<file path="src/rtl/nbr_reward_engine_if.sv">
// Shared word-memory bus between the reward engine and the neighbour RAM.
// Read data returns one cycle after the address is presented.
interface nbr_reward_engine_if #(
  parameter int WORD_WIDTH = 16,
  parameter int ADDR_WIDTH = 11
);
  logic [ADDR_WIDTH-1:0] address;
  logic                  wr_en;
  logic [WORD_WIDTH-1:0] mem_data_in;
  logic [WORD_WIDTH-1:0] mem_data_out;

  modport master (
    output address,
    output wr_en,
    output mem_data_in,
    input  mem_data_out
  );

  modport slave (
    input  address,
    input  wr_en,
    input  mem_data_in,
    output mem_data_out
  );
endinterface

</file>
<file path="src/rtl/nbr_reward_engine.sv">
// Neighbour table search/update/insert engine with saturating reward.
// Each table entry is four words: ID, battery, value, cluster.
module nbr_reward_engine #(
  parameter int          WORD_WIDTH    = 16,
  parameter int          ADDR_WIDTH    = 11,
  parameter int          MAX_NBR       = 8,
  parameter int          BASE_ADDR     = 0,
  parameter int          FRAC_BITS     = 15,
  parameter int unsigned CLUSTER_BONUS = 32'h0100
) (
  input  logic                  clock,
  input  logic                  nrst,
  input  logic                  en,
  input  logic                  mode,
  input  logic [WORD_WIDTH-1:0] my_clusterID,
  input  logic [WORD_WIDTH-1:0] fsourceID,
  input  logic [WORD_WIDTH-1:0] fbatteryStat,
  input  logic [WORD_WIDTH-1:0] fValue,
  input  logic [WORD_WIDTH-1:0] fclusterID,
  input  logic [WORD_WIDTH-1:0] fdestinationID,
  nbr_reward_engine_if.master   mem,
  output logic [WORD_WIDTH-1:0] reward_out,
  output logic                  done_reward,
  output logic                  busy,
  output logic                  hit,
  output logic                  drop,
  output logic [$clog2(MAX_NBR+1)-1:0] nbr_count
);

  localparam int CW = $clog2(MAX_NBR+1);
  localparam int PW = 2*WORD_WIDTH;
  localparam logic [CW-1:0] MAX_C = CW'(MAX_NBR);

  typedef enum logic [2:0] {
    IDLE,
    SEARCH_RD,
    SEARCH_CMP,
    WRITE,
    COMPUTE,
    DONE
  } state_t;

  state_t state;

  logic [WORD_WIDTH-1:0] id_q;
  logic [WORD_WIDTH-1:0] bat_q;
  logic [WORD_WIDTH-1:0] val_q;
  logic [WORD_WIDTH-1:0] clu_q;
  logic [WORD_WIDTH-1:0] myc_q;
  logic [WORD_WIDTH-1:0] unused_dest_q;
  logic                  mode_q;
  logic                  found;
  logic                  full;
  logic [CW-1:0]         idx;
  logic [CW-1:0]         idx_nx;
  logic [CW-1:0]         wslot;
  logic [1:0]            woff;

  logic [PW-1:0]         prod;
  logic [PW-1:0]         scaled;
  logic [PW-1:0]         bonus;
  logic [PW:0]           sum;
  logic [WORD_WIDTH-1:0] reward;

  assign busy   = (state != IDLE);
  assign idx_nx = idx + CW'(1);

  assign prod   = PW'(val_q) * PW'(bat_q);
  assign scaled = prod >> FRAC_BITS;
  assign bonus  = (clu_q == myc_q) ? PW'(CLUSTER_BONUS) : '0;
  assign sum    = {1'b0, scaled} + {1'b0, bonus};
  assign reward = (|sum[PW:WORD_WIDTH]) ? '1
                                        : sum[WORD_WIDTH-1:0];

  function automatic logic [ADDR_WIDTH-1:0] slot_addr(
    input logic [CW-1:0] i,
    input logic [1:0]    off
  );
    return ADDR_WIDTH'(BASE_ADDR) + {(ADDR_WIDTH-2)'(i), off};
  endfunction

  function automatic logic [WORD_WIDTH-1:0] word_at(
    input logic [1:0] off
  );
    logic [WORD_WIDTH-1:0] w;
    unique case (off)
      2'd0:    w = id_q;
      2'd1:    w = bat_q;
      2'd2:    w = val_q;
      default: w = clu_q;
    endcase
    return w;
  endfunction

  always_ff @(posedge clock) begin
    if (!nrst) begin
      state           <= IDLE;
      nbr_count       <= '0;
      reward_out      <= '0;
      done_reward     <= 1'b0;
      hit             <= 1'b0;
      drop            <= 1'b0;
      mem.address     <= '0;
      mem.wr_en       <= 1'b0;
      mem.mem_data_in <= '0;
      id_q            <= '0;
      bat_q           <= '0;
      val_q           <= '0;
      clu_q           <= '0;
      myc_q           <= '0;
      unused_dest_q   <= '0;
      mode_q          <= 1'b0;
      found           <= 1'b0;
      full            <= 1'b0;
      idx             <= '0;
      wslot           <= '0;
      woff            <= '0;
    end else begin
      done_reward <= 1'b0;
      unique case (state)
        IDLE: begin
          if (en) begin
            id_q          <= fsourceID;
            bat_q         <= fbatteryStat;
            val_q         <= fValue;
            clu_q         <= fclusterID;
            myc_q         <= my_clusterID;
            unused_dest_q <= fdestinationID;
            mode_q        <= mode;
            found         <= 1'b0;
            full          <= 1'b0;
            idx           <= '0;
            if (nbr_count != '0) begin
              mem.address <= slot_addr('0, 2'd0);
              state       <= SEARCH_RD;
            end else if (mode) begin
              wslot           <= '0;
              woff            <= 2'd0;
              mem.address     <= slot_addr('0, 2'd0);
              mem.mem_data_in <= fsourceID;
              mem.wr_en       <= 1'b1;
              state           <= WRITE;
            end else begin
              state <= COMPUTE;
            end
          end
        end
        SEARCH_RD: state <= SEARCH_CMP;
        SEARCH_CMP: begin
          if (mem.mem_data_out == id_q) begin
            found <= 1'b1;
            if (mode_q) begin
              wslot           <= idx;
              woff            <= 2'd1;
              mem.address     <= slot_addr(idx, 2'd1);
              mem.mem_data_in <= bat_q;
              mem.wr_en       <= 1'b1;
              state           <= WRITE;
            end else begin
              state <= COMPUTE;
            end
          end else if (idx_nx < nbr_count) begin
            idx         <= idx_nx;
            mem.address <= slot_addr(idx_nx, 2'd0);
            state       <= SEARCH_RD;
          end else if (mode_q && nbr_count < MAX_C) begin
            wslot           <= nbr_count;
            woff            <= 2'd0;
            mem.address     <= slot_addr(nbr_count, 2'd0);
            mem.mem_data_in <= id_q;
            mem.wr_en       <= 1'b1;
            state           <= WRITE;
          end else begin
            full  <= mode_q;
            state <= COMPUTE;
          end
        end
        WRITE: begin
          if (woff == 2'd3) begin
            mem.wr_en <= 1'b0;
            state     <= COMPUTE;
            // only a fresh insert grows the table
            if (!found)
              nbr_count <= nbr_count + CW'(1);
          end else begin
            woff            <= woff + 2'd1;
            mem.address     <= slot_addr(wslot, woff + 2'd1);
            mem.mem_data_in <= word_at(woff + 2'd1);
          end
        end
        COMPUTE: begin
          reward_out  <= reward;
          hit         <= found;
          drop        <= full;
          done_reward <= 1'b1;
          state       <= DONE;
        end
        DONE: state <= IDLE;
        default: state <= IDLE;
      endcase
    end
  end

endmodule

</file>
<file path="src/flat_wrapper.sv">
// flat-port wrapper written by rule: the top's interface ports become plain ports
module nbr_reward_engine_flat 
#(
  parameter int          WORD_WIDTH    = 16,
  parameter int          ADDR_WIDTH    = 11,
  parameter int          MAX_NBR       = 8,
  parameter int          BASE_ADDR     = 0,
  parameter int          FRAC_BITS     = 15,
  parameter int unsigned CLUSTER_BONUS = 32'h0100
)
  (clock, nrst, en, mode, my_clusterID, fsourceID, fbatteryStat, fValue, fclusterID, fdestinationID, reward_out, done_reward, busy, hit, drop, nbr_count, mem_address, mem_wr_en, mem_mem_data_in, mem_mem_data_out);
  nbr_reward_engine_if #(.WORD_WIDTH(WORD_WIDTH), .ADDR_WIDTH(ADDR_WIDTH)) mem_i ();
  input  logic clock;
  input  logic nrst;
  input  logic en;
  input  logic mode;
  input  logic [WORD_WIDTH-1:0] my_clusterID;
  input  logic [WORD_WIDTH-1:0] fsourceID;
  input  logic [WORD_WIDTH-1:0] fbatteryStat;
  input  logic [WORD_WIDTH-1:0] fValue;
  input  logic [WORD_WIDTH-1:0] fclusterID;
  input  logic [WORD_WIDTH-1:0] fdestinationID;
  output logic [WORD_WIDTH-1:0] reward_out;
  output logic done_reward;
  output logic busy;
  output logic hit;
  output logic drop;
  output logic [$clog2(MAX_NBR+1)-1:0] nbr_count;
  output wire logic [$bits(mem_i.address)-1:0] mem_address;
  output wire logic [$bits(mem_i.wr_en)-1:0] mem_wr_en;
  output wire logic [$bits(mem_i.mem_data_in)-1:0] mem_mem_data_in;
  input wire logic [$bits(mem_i.mem_data_out)-1:0] mem_mem_data_out;
  assign mem_address = mem_i.address;
  assign mem_wr_en = mem_i.wr_en;
  assign mem_mem_data_in = mem_i.mem_data_in;
  assign mem_i.mem_data_out = mem_mem_data_out;
  nbr_reward_engine #(.WORD_WIDTH(WORD_WIDTH), .ADDR_WIDTH(ADDR_WIDTH), .MAX_NBR(MAX_NBR), .BASE_ADDR(BASE_ADDR), .FRAC_BITS(FRAC_BITS), .CLUSTER_BONUS(CLUSTER_BONUS)) u_core (.clock(clock), .nrst(nrst), .en(en), .mode(mode), .my_clusterID(my_clusterID), .fsourceID(fsourceID), .fbatteryStat(fbatteryStat), .fValue(fValue), .fclusterID(fclusterID), .fdestinationID(fdestinationID), .mem(mem_i), .reward_out(reward_out), .done_reward(done_reward), .busy(busy), .hit(hit), .drop(drop), .nbr_count(nbr_count));
endmodule
</file>
<file path="config.mk">
export PLATFORM = sky130hd
export DESIGN_NAME = nbr_reward_engine_flat
export DESIGN_NICKNAME = d
export VERILOG_FILES = /design/src/rtl/nbr_reward_engine_if.sv /design/src/rtl/nbr_reward_engine.sv /design/src/flat_wrapper.sv
export SDC_FILE = /design/constraint.sdc
export NUM_CORES = 1
export LEC_CHECK = 0
export CAP_MARGIN = 40
export CORE_ASPECT_RATIO = 1.5
export CORE_MARGIN = 4
export CORE_UTILIZATION = 35
export CTS_BUF_LIST = sky130_fd_sc_hd__clkbuf_8
export DETAILED_ROUTE_END_ITERATION = 10
export PLACE_DENSITY_LB_ADDON = 0.1
export RECOVER_POWER = 50
export SYNTH_ARGS = -nofsm -noshare
export SYNTH_HDL_FRONTEND = slang
export SYNTH_SLANG_ARGS = --single-unit
</file>
<file path="constraint.sdc">
create_clock -name clock -period 10.7 [get_ports clock]
set_input_delay 1.605 -clock clock [delete_from_list [all_inputs] [get_ports clock]]
set_output_delay 1.605 -clock clock [all_outputs]
set_load 0.05 [all_outputs]
</file>
Wire density map:
The bar under the picture is 50 um long. 18 x 26 tiles, from dark purple (low) to yellow (high), scaled to the fullest tile. Values are wire area over tile area, all layers added.
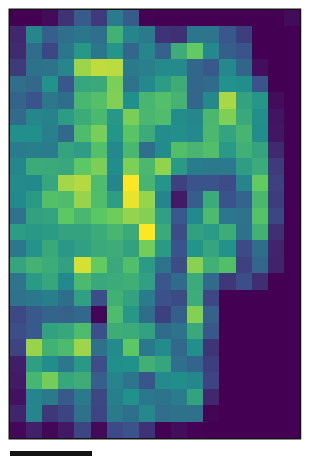
18% of the tiles are nearly empty. The mean over all tiles is 0.16. 36% of the tiles are over half the peak. The emptiest ninth of the die: bottom right.

Cell placement:
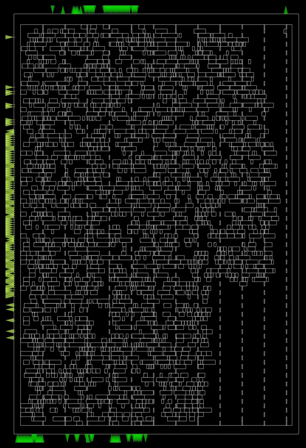
number of cells in the finished layout apart from fillers: 2,494
FFs & Latches: 142

Metal 4:
The bar under the picture is 50 um long. Supply wires on this layer in grey.
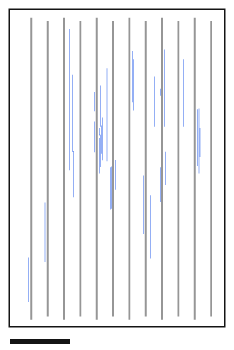
The layer carries 1,200 um of wire. The longest straight run is 117 um. 24 nets have wire on it. The layer holds 2.6% of the routed length.

Clock distribution:
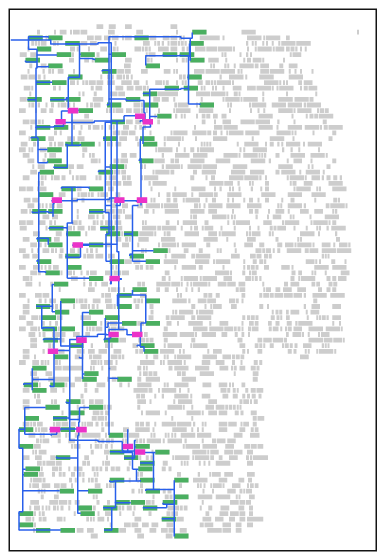
Magenta marks clock drivers, count 17. Blue marks clock wires, length 2,190 um. Green marks flip-flops, count 142.
There are 18 routed clock nets.

Cells by drive strength:
The bar under the picture is 50 um long.
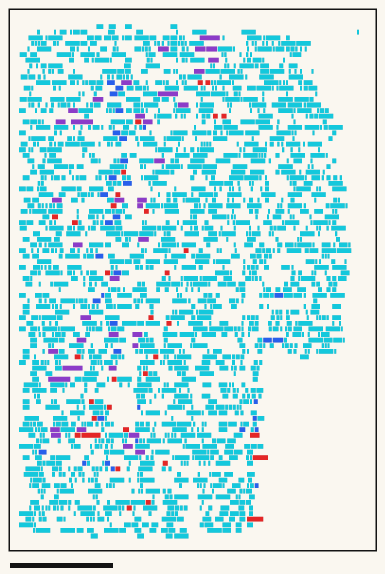
Red marks _3 and _4 cells, cells 33. Blue marks _2 cells, cells 34. Cyan marks _0 and _1 cells, cells 1,823. Purple marks _6 and larger, cells 38.

==> results.json <==
{
  "switching_share": 0.509,
  "timing.hold.worst_endpoint": "u_core.hit$_SDFFE_PN0P_",
  "p_comb_frac": 0.576,
  "outcome": "finished with violations",
  "route.top_layer_used": "met4",
  "insertedDiodeCount": 2,
  "detail-route-antenna-nets": 0,
  "worst-r2r-setup-slack_ps": 2360,
  "detailroute.via_count": 12745,
  "critPathRequiredTime_ps": 11000,
  "setup-tns-final_ps": 0,
  "syn_area_mm2": 0.0151,
  "origin_of_the_critical_flop_to_flop_path": "u_core.bat_q[2]$_SDFFE_PN0P_",
  "pg_clk_uw": 453,
  "cts.sinks": 142,
  "crit_path_arrival_time_ps": 8640,
  "routed_wirelength_um": 46400,
  "initial_antenna_violation_count": 2,
  "crit_path_slowest_cell": "sky130_fd_sc_hd__dfxtp_1",
  "violated_checks": "max-capacitance violations, max-slew violations",
  "reg2reg_to": "u_core.reward_out[4]$_SDFFE_PN0P_",
  "drv_slew": 37,
  "inv_count": 239,
  "die_outline_area_mm2": 0.0466,
  "max_cap_viols": 1,
  "fin_util": 0.418,
  "place_congestion": 0.833,
  "route.layer.met1.wl_um": 17900
}
==> cells by family (layout without fill, tap and decap cells) <==
| kind of cell | count (synthesis) | after routing | share of synthesized area |
|---|---|---|---|
| compound gates | 304 | 304 | 0.127 |
| xor+xnor | 58 | 58 | 0.0336 |
| fa+ha+maj | 307 | 307 | 0.350 |
| buf+inv | 356 | 456 | 0.0906 |
| flops | 142 | 142 | 0.188 |
| mux | 27 | 27 | 0.0201 |
| other cells | 1 | 7 | 0.000248 |
| simple gates | 629 | 629 | 0.190 |
==> flip-flops by register name, summed over array words and instances, names as in the netlist, 2 cells and up <==
register	cells
u_core.bat_q	16
u_core.reward_out	16
u_core.state	3
u_core.myc_q	16
u_core.idx	4
u_core.mem.mem_data_in	16
u_core.woff	2
u_core.nbr_count	4
u_core.mem.address	6
u_core.val_q	16
u_core.id_q	16
u_core.clu_q	16
u_core.wslot	4
==> stage by stage <==
| stage | cell area (um2) | power [mW] |
|---|---|---|
| finish | 17700 | 3.07 |
| global route | 17700 | 3.32 |
| CTS | 17700 | 3.14 |
| detailed placement | 17300 | 2.67 |
| global placement | 17000 | 2.61 |
| floorplan | 15100 | 1.99 |
==> Yosys cell counts (all sizes together) (13+ instances only) <==
cell type and instances:
fa 193, a222oi 32, nor3 13, nand4 16, o21ai 61, buf 13, a211oi 24, nand3 15
mux2 17, xnor2 46, nor2 79, clkbuf 104, a21oi 122, nand2 354, a31oi 20, dfxtp 142
inv 238, ha 114, and2 119
==> critical path, delay by kind of cell, from the launching register on <==
kind | cells | cell delay, ps
AOI/OAI and AO/OA | 7 | 2030
adders and majority gates | 8 | 3680
buffers and inverters | 3 | 150
and+or+nand+nor | 4 | 710
xor gates and xnor gates | 1 | 170
muxes | 1 | 520
DFF | 1 | 900
Power and IR drop assume default switching activity.
